**Met3 routing**

Scale: 3 px per µm. Cells faint in the background.
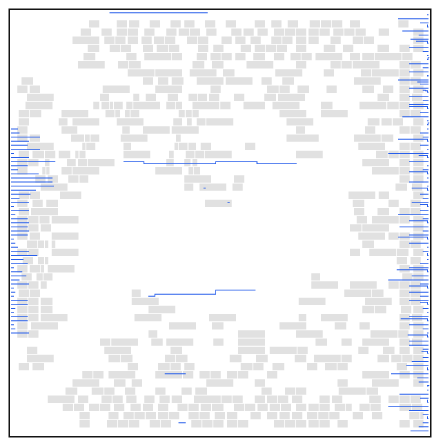
**The metal 1 layer**

Scale: 4 px per µm. Supply wires on this layer in gray. Cells faint in the background.
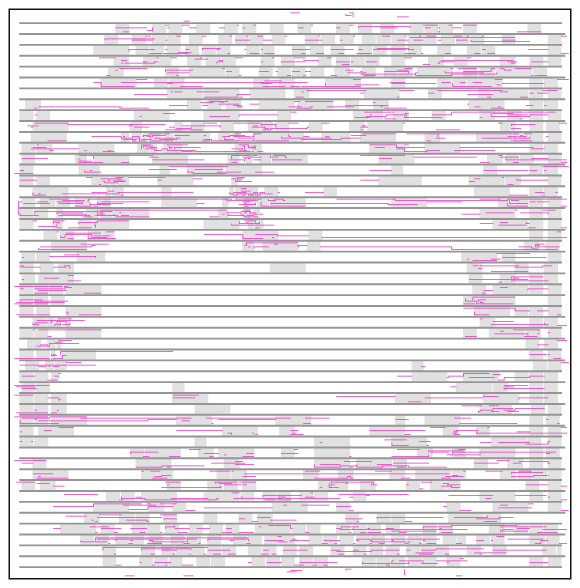
**Signal wires by layer**

Scale: 3 px per µm. Two of the layers only.
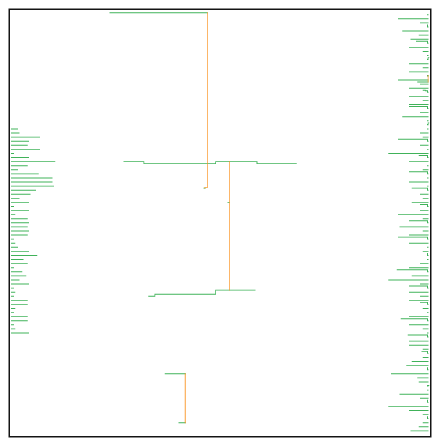
==> config.mk <==
export PLATFORM = sky130hd
export DESIGN_NAME = weight_interface_fanout_flat
export DESIGN_NICKNAME = d
export VERILOG_FILES = /design/src/rtl/weight_interface_fanout_if.sv /design/src/rtl/weight_interface_fanout.sv /design/src/flat_wrapper.sv
export SDC_FILE = /design/constraint.sdc
export NUM_CORES = 1
export LEC_CHECK = 0
export CAP_MARGIN = 15
export CORE_AREA = 2 2 138 140
export DETAILED_ROUTE_END_ITERATION = 8
export DIE_AREA = 0 0 140 142
export SLEW_MARGIN = 40
export SYNTH_ARGS = -nofsm -noshare
export SYNTH_HDL_FRONTEND = slang
export SYNTH_SLANG_ARGS = --single-unit
==> constraint.sdc <==
create_clock -name clk -period 3.8 [get_ports clk]
set_input_delay 0.76 -clock clk [delete_from_list [all_inputs] [get_ports clk]]
set_output_delay 0.76 -clock clk [all_outputs]
set_load 0.005 [all_outputs]
==> impl_metrics.tcl <==
# yosys + openroad results
set metrics [dict create \
    outcome "finished with violations" \
    failed_checks "DRC" \
    pre_cts_ws_ns 0.706 \
    final_area_um2 7430 \
    worst_hold_path.num_cells 2 \
    fillCellCount 1755 \
    finalNetCount 649 \
    grt_start_max_net_pins 70 \
    max_freq_mhz 325 \
    timing.critical_path.from_type "input pin" \
    die-area_um2 19900 \
    cell_kind_with_the_greatest_summed_area "buffers" \
    grt-busiest-layer "met2" \
    yosys-stat-cells 419 \
    floorplan.core_area_um2 18500 \
    synth_flop_count 85 \
    cp_max_fo 5 \
    adder_share_pct 0.260 \
    power_switching_w 0.00175 \
    postCtsSetupBuffers 0 \
    multi_input_comb_area_um2 1160 \
    report.final.slew_viol_count 0 \
    group_drawing_the_most_power "combinational cells" \
    p_leak_nw 2.99 \
    cts.htree.levels 3 \
    final_period_demand_of_the_worst_path_ns 3.08 \
    setup-violations-final 0 \
    p_int_w 0.00432 \
    power_combinational_w 0.00341 \
    postSynthNetCount 492 \
    globalRoute.totalOverflow 0 \
    finalSetupTns_ns 0 \
    route.top_layer_used "met4" \
    met2_length_um 6650 \
    die_h_um 142 \
    power_w 0.00607 \
    endpoint_kind "output pin" \
    power.sequential.fraction_pct 28.8 \
    flop_area_um2 2130 \
    number_of_global_route_vias_before_repair 3190 \
    finalCoreUtilization_pct 40.3 \
    syn-instance-count 419 \
    synth_sequential_area_ratio_pct 44.1 \
    cts.clk_slew.worst_paths_ns 0.06 \
    antenna_found_initial 0 \
    clock_tree_from_tritoncts "yes" \
    power.switching_fraction_pct 28.8 \
    inverters_excl_clock 1 \
    data_required_time_of_the_worst_path_ns 3.04 \
    io_buffer_count 352 \
    post-route-worst-setup-slack_ns 0.720 \
    layout.sequential_cells 85 \
    areaGrowthSynthToFinish_pct 54.3 \
    ir_worst_vdd_v 0.000322 \
    clk_root_buf "clkbuf_16" \
    hpwlAfterDp_um 9480 \
    drc 25 \
    sequential_cell_area_share_pct 28.6 \
    antennaDiodeCount 0 \
    yosys-stat-area_um2 4820 \
    critical_path_arrival_ns 2.32 \
    clkSinkCount 85 \
    avgSynthCellArea_um2 11.5 \
    non_clock_buffer_area_share_pct 47.7 \
    combinational_share_of_cell_area_pct 15.6 \
    logic_gate_count 126 \
    design.portCount 354 \
    die_w_um 140 \
    syn_area_um2 4820 \
    initialDrtViolationCount 103 \
    slew_headroom_pct 61.6 \
    worstRegToRegCells 6 \
    holdCritPathClass "reg -> reg" \
    worstMarginPinSlew_ns 0.576 \
    final.clkbuf_count 9 \
    grt_pass1_wl_um 18400 \
    mux_area_share_pct 15.3 \
    placed_cells 799 \
]
-- 'met3 routing' (at the start) --
- share of all routed wire: 6.7%
- main direction: horizontal
- longest straight run: 32.4 µm
- nets with wire on the layer: 157
met3 global-route usage: 3.10%
vias after detailed routing: 3267
total routed wirelength: 12400 µm

-- 'the metal 1 layer' (at the start) --
- share of all routed wire: 39%
- nets with wire on the layer: 503
met1 GRT Util: 13.4%

-- 'signal wires by layer' (at the start) --
- met3: green (wire length 832 µm)
- met4: orange (wire length 121 µm)
post-DR wirelength/cell: 15.2 µm
global-route usage over all layers: 11.8%

Yosys cell counts:
cell type | count | area [µm²]
mux2_1 | 5 | 56.3
nand2_2 | 1 | 6.26
and4_1 | 6 | 52.6
mux2_4 | 1 | 15.0
nor2_1 | 1 | 3.75
nand4_1 | 4 | 25.0
dfrtp_1 | 85 | 2130
clkbuf_1 | 1 | 3.75
nand2_1 | 9 | 33.8
conb_1 | 1 | 3.75
inv_1 | 1 | 3.75
o2111a_1 | 1 | 11.3
a21boi_0 | 1 | 7.51
nand3_1 | 9 | 45.0
ha_1 | 1 | 12.5
mux2_2 | 59 | 664
nand2b_1 | 4 | 25.0
or2_0 | 1 | 6.26
xnor2_1 | 9 | 78.8
a41oi_1 | 1 | 8.76
o21a_1 | 1 | 7.51
buf_4 | 198 | 1490
xor2_1 | 4 | 35.0
nor3b_1 | 1 | 7.51
a31oi_1 | 1 | 6.26
and3_1 | 3 | 18.8
buf_6 | 2 | 22.5
buf_2 | 6 | 30.0
nor2b_1 | 1 | 6.26
and2b_1 | 1 | 7.51
layout by cell type (no fill, tap or decap):
cell,count
clkdlybuf4s50_1,352
dfrtp_1,85
mux2_2,59
nand3_1,9
nand2_1,9
xnor2_1,9
clkbuf_16,9
and4_1,6
mux2_1,5
nand2b_1,4
nand4_1,4
xor2_1,4
and3_1,3
inv_6,3
clkinvlp_4,2
nand2_8,1
or2_0,1
o2111a_1,1
mux2_4,1
inv_4,1
nor2b_1,1
nor3b_1,1
nor2_1,1
o21a_1,1
and2b_1,1
a21boi_0,1
a31oi_1,1
a41oi_1,1
ha_1,1
conb_1,1
clkinv_4,1
bufinv_16,1
buf_12,1
worst max-delay path: stages:
cell and delay (ns):
clkdlybuf4s50_1 0.44, nand2b_1 0.11, and4_1 0.42, clkdlybuf4s50_1 0.58
